==> config.mk <==
export PLATFORM = sky130hd
export DESIGN_NAME = sap1_controller_sequencer
export DESIGN_NICKNAME = d
export VERILOG_FILES = /design/src/rtl/sap1_controller_sequencer.sv
export SDC_FILE = /design/constraint.sdc
export NUM_CORES = 1
export LEC_CHECK = 0
export CAP_MARGIN = 25
export CELL_PAD_IN_SITES_DETAIL_PLACEMENT = 1
export CELL_PAD_IN_SITES_GLOBAL_PLACEMENT = 2
export CORE_MARGIN = 5
export CORE_UTILIZATION = 23
export CTS_CLUSTER_SIZE = 12
export DETAILED_ROUTE_END_ITERATION = 6
export PLACE_DENSITY_LB_ADDON = 0.1
export SLEW_MARGIN = 20
export SYNTH_ARGS = -nofsm -noshare
export SYNTH_HDL_FRONTEND = slang
export SYNTH_SLANG_ARGS = --single-unit
==> constraint.sdc <==
create_clock -name clk -period 4 [get_ports clk]
set_input_delay 0.8 -clock clk [delete_from_list [all_inputs] [get_ports clk]]
set_output_delay 0.8 -clock clk [all_outputs]
set_load 0.05 [all_outputs]
run_1/final_congestion.png
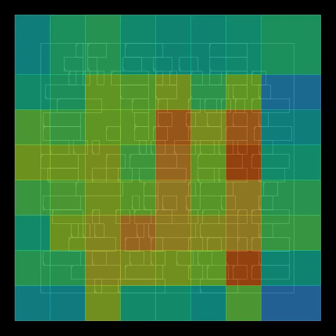
GRT Util Overall: 15.03%
Top Usage Layer GRT: met2

run_1/zoom.png
Region (32, 2) to (57, 27) um. Cells in grey, sequential cells in the stronger grey; small squares are vias.
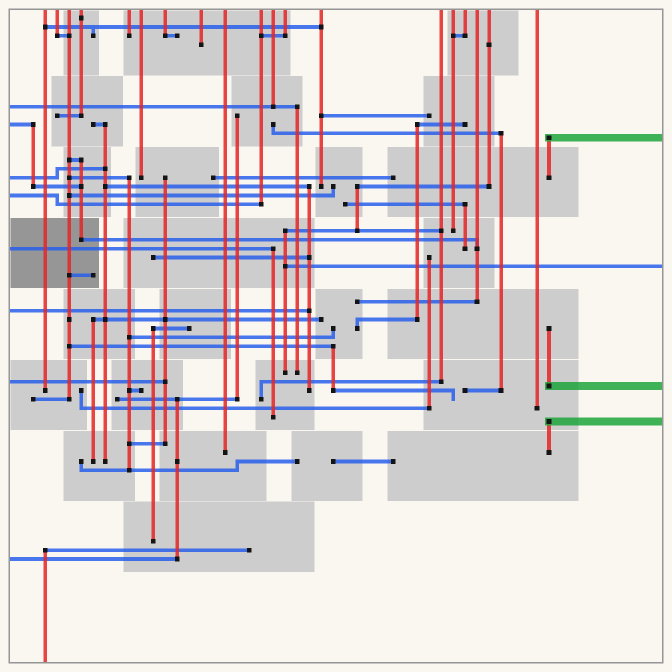
Key: blue = met1; red = met2; green = met3
Most frequent: buf_4 (8), buf_12 (5), o21ai_0 (2). 25 logic cells have their middle in the window. Sequential cells in the window: 0.

run_1/drive_strength.png
The bar under the picture is 20 um long.
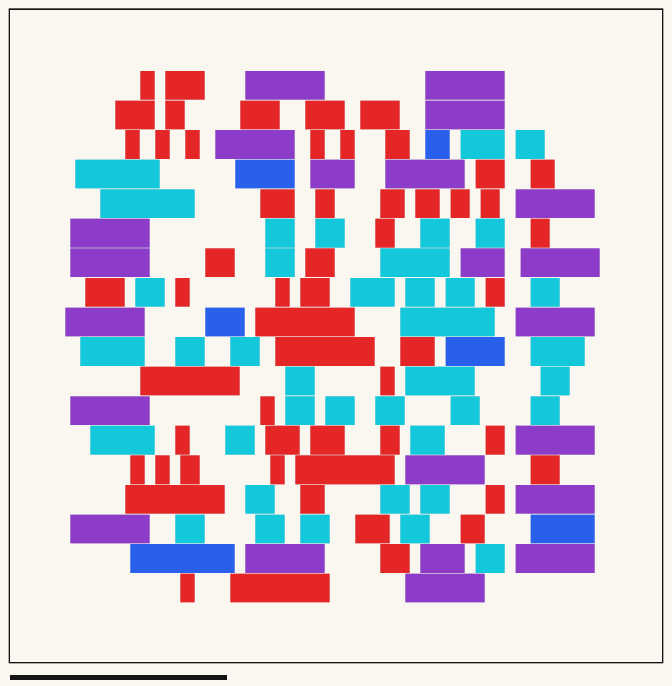
Key: cyan = drive 3 to 4 [cells 39, share 32%]; blue = drive 2 [cells 6, share 4.9%]; red = drive 1 or less [cells 55, share 45%]; purple = drive 6 and up [cells 22, share 18%]
Area growth syn-to-layout: 140.3%
post-route cell area: 1380 sq um
slack of the critical path: -666.5 ps
Buffers, non-clock: 53

==> results.json, run 1 <==
{
  "edf_count": 0,
  "hold_viol_final": 0,
  "r2r_cells": 5,
  "yosysWarningCount": 0,
  "cp.arrival_ps": 3870,
  "yosys.cell_types.count": 32,
  "layout-drive-gt1-share_pct": 54.92,
  "finalNonFillerCells": 152,
  "drt_iter0_markers": 10,
  "crit_type": "flop to output pin",
  "pwr-share-comb_pct": 66.8,
  "failed_checks": "setup timing",
  "required_ps": 3200,
  "syn_area_sq_um": 574.3,
  "place_hpwl_mm": 1.846,
  "grt_max_degree": 13,
  "core_area_sq_um": 2432,
  "warnings": 30,
  "relSlewSlack_pct": 70.53,
  "syn_area_per_cell_sq_um": 8.446,
  "finClkSkew_ps": 46.24,
  "setup_viol": 13,
  "die_area_sq_um": 3596,
  "drv_cap": 0,
  "wl_per_cell_um": 15.90,
  "maxSlewViolCount": 0,
  "diodes": 0,
  "routed_wl_mm": 2.417,
  "clkPwrFrac_pct": 12.9,
  "tritoncts": "built",
  "rows": 18,
  "clockBufferDepth": 2,
  "fin_util_pct": 56.74,
  "worst_setup_path_end_kind": "output pin",
  "initial_core_util_pct": 23.61,
  "final_cell_mix": "25 x buf_4, 19 x buf_12, 9 x nor2_1",
  "hold_path.class": "flop to flop",
  "worst_slack_ps": -666.5,
  "vias_per_cell": 4.750,
  "yosysTopAreaCell": "dfrtn_1",
  "synthCells": 68,
  "dpl_cell_area_sq_um": 1266,
  "num_vias": 722,
  "p_sw_uw": 228.6,
  "regToRegSetupSlack_ps": 2410,
  "worst-path-max-fanout": 7,
  "post-place-cells": 141,
  "outcome": "finished, violations left"
}
==> run 1: per-layer routing <==
metal	GRT usage, %	up-vias	wire length [um]
met5	0	-	0
met4	2.848	0	0
met3	2.808	0	70
met2	24.85	15	1257
met1	20.39	348	1089
li1	-	359	-
==> run 1: layout make-up <==
class | count | area [sq um] | share of cell area, %
inverters | 1 | 3.754 | 0.2720
well taps | 30 | 37.54 | 2.720
multi-input cells | 56 | 470.5 | 34.09
clock inverters | 1 | 3.754 | 0.2720
flip-flops and latches | 7 | 176.4 | 12.78
repair buffers | 53 | 661.9 | 47.96
clock buffers | 4 | 26.28 | 1.904
==> run 1: stage by stage <==
stage	hold WS, ps	total power, uW
4_1_cts	603.8	521.1
6_report	608.8	516.0
5_1_grt	628.0	548.7
3_5_place_dp	604.7	438.3
3_3_place_gp	584.9	430.6
2_1_floorplan	816.4	270.0
==> run 1: worst max-delay path: stages (launching register included) <==
cell,delay [ps]
dfrtn_1,650
xor2_1,140
o211ai_1,300
o21ai_1,120
nand3b_1,220
buf_12,170
==> run 1: power by group through the flow <==
stage,registers (uW),logic [uW],clock network (uW)
after floorplan,147,120,3.13
after global placement,105,322,3.13
after detailed placement,106,329,3.13
after CTS,104,346,71.5
after global routing,108,367,74.4
final,105,345,66.7
==> run 1: kinds of logic after synthesis <==
| group | after synthesis | synth area share [%] |
|---|---|---|
| AND/OR/NAND/NOR | 44 | 49.67 |
| AND-OR/OR-AND | 10 | 11.98 |
| flip-flops | 7 | 30.72 |
| buffers and inverters | 5 | 4.576 |
| XOR/XNOR | 2 | 3.051 |
==> run 1: timing repair <==
action | 4_1_cts | 5_1_grt
pin swaps | 11 | 5
setup buffers | 7 | 0
endpoints found under the setup margin | 14 | 13
resized | 6 | 1
==> run 2, diff against run 1 <==
--- a/config.mk
+++ b/config.mk
@@ -12,6 +12,7 @@
 export CORE_UTILIZATION = 23
 export CTS_CLUSTER_SIZE = 12
 export DETAILED_ROUTE_END_ITERATION = 6
+export GPL_TIMING_DRIVEN = 0
 export PLACE_DENSITY_LB_ADDON = 0.1
 export SLEW_MARGIN = 20
 export SYNTH_ARGS = -nofsm -noshare
run_2/final_congestion.png
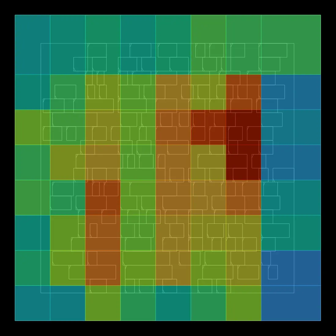
GRT Util Overall: 14.22%
M3 GR Usage: 2.376%

run_2/metal_stack.png
Two of the layers only.
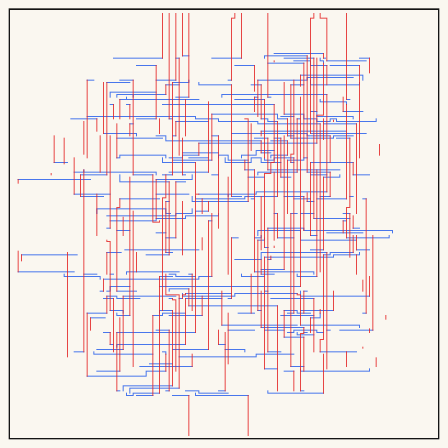
Key: blue = met1 [wire length 1190 um]; red = met2 [wire length 1420 um]
via count: 833
WL per Instance: 16.66 um
Routed WL: 2.815 mm

run_2/pdn.png
The bar under the picture is 20 um long. Pins as bars on the die edge. Tap cells in grey.
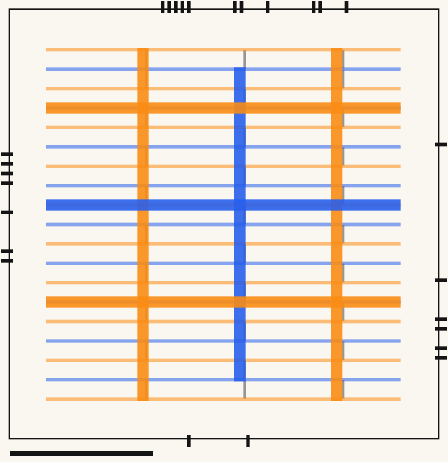
Key: orange = VSS; blue = VDD
26 signal pins sit on the boundary. 3 straps on met4. 3 straps on met5.
Chip Height: 59.97 um
DIE WIDTH: 59.97 um

==> results.json, run 2 <==
{
  "rows": 18,
  "worst_slack_ps": -562.0,
  "syn_to_final_growth_pct": 142.9,
  "clockBufferDepth": 2,
  "die_area_sq_um": 3596,
  "post-place-cells": 123,
  "final_area_sq_um": 1395,
  "setup_viol": 12,
  "final_cell_mix": "35 x buf_4, 18 x buf_6, 6 x nor2_1, 6 x dfrtn_1, 6 x clkdlybuf4s50_1",
  "regToRegSetupSlack_ps": 2440,
  "path_common_cell": "buf_6",
  "finalNonFillerCells": 169,
  "worst_path_max_delay_cell": "dfrtn_1",
  "relSlewSlack_pct": 67.69,
  "fin_util_pct": 57.36,
  "crit_type": "flop to output pin",
  "slowest_delay_ps": 350,
  "maxSlewViolCount": 0,
  "crit_chain": "buf_6, buf_6, nor2_4, nand3_4, buf_4, nor4_4, buf_6",
  "clkPwrFrac_pct": 12.6,
  "drv_cap": 0,
  "syn_area_per_cell_sq_um": 8.446,
  "yosysWarningCount": 0,
  "p_sw_uw": 243.6,
  "r2r_cells": 9,
  "failed_checks": "setup timing",
  "layout-drive-gt1-share_pct": 65.47,
  "crit_family": "buffers and inverters",
  "finClkSkew_ps": 49.25,
  "hold_viol_final": 0,
  "drt_iter0_markers": 14,
  "outcome": "finished, violations left",
  "path_buffers": 4,
  "dpl_cell_area_sq_um": 938.4,
  "required_ps": 3200,
  "worst-path-max-fanout": 6,
  "place_hpwl_mm": 1.439
}
-- run 2: cell count changes in the layout (fill, tap and decap cells not counted), moves of 2 or more --
cell / previous run / this run
buf_6: 3 / 18
clkbuf_4: 3 / 5
buf_2: 0 / 3
nor2_1: 9 / 6
buf_8: 0 / 4
nor2_4: 1 / 4
buf_12: 19 / 0
buf_4: 25 / 35
-- run 2: metal layers --
layer	up-vias	routed length (um)	GRT usage, %
met5	-	0	0
met4	0	87	1.899
met3	8	117	2.376
met2	23	1424	24.85
met1	409	1185	18.62
li1	393	-	-
-- run 2: power by group through the flow --
stage	logic (uW)	registers [uW]	clock network, uW
final	356	99.1	65.5
after global routing	378	102	71.9
after CTS	308	99.2	65.2
after detailed placement	229	106	3.13
after global placement	230	106	3.13
after floorplan	120	147	3.13
-- run 2: metrics by stage --
stage               hold WS, ps  total power, uW  setup TNS (ps)
floorplan                 816.4            270.0           -6896
global placement          683.2            339.2          -12270
detailed placement        739.8            338.3          -12210
CTS                       755.0            472.0           -5778
global route              828.1            551.6           -7099
finish                    799.6            520.8           -5986
-- run 2: cells by family after synthesis --
logic type      share of synthesized area [%]
compound gates                          11.98
buf+inv                                 4.576
simple gates                            49.67
xor+xnor                                3.051
flops                                   30.72
-- run 2: layout make-up --
cell class	instances	area, sq um
well taps	30	37.54
multi-input cells	56	513.0
inverters	1	3.754
clock inverters	2	7.507
plain buffers	3	32.53
flip-flops and latches	7	176.4
fillers	288	1037
repair buffers	67	601.8
clock buffers	3	22.52
-- run 2: worst reg2reg max path, delay by kind of cell (launching register included) --
kind	cells	cell delay, ps
and+or+nand+nor	4	450
DFF	1	360
buffers and inverters	5	710
-- run 2: what timing repair did --
item	4_1_cts	5_1_grt
setup endpoints to repair	19	17
pin swaps	19	14
setup buffers	25	17
resized	127	22
Power and IR drop assume default switching activity.
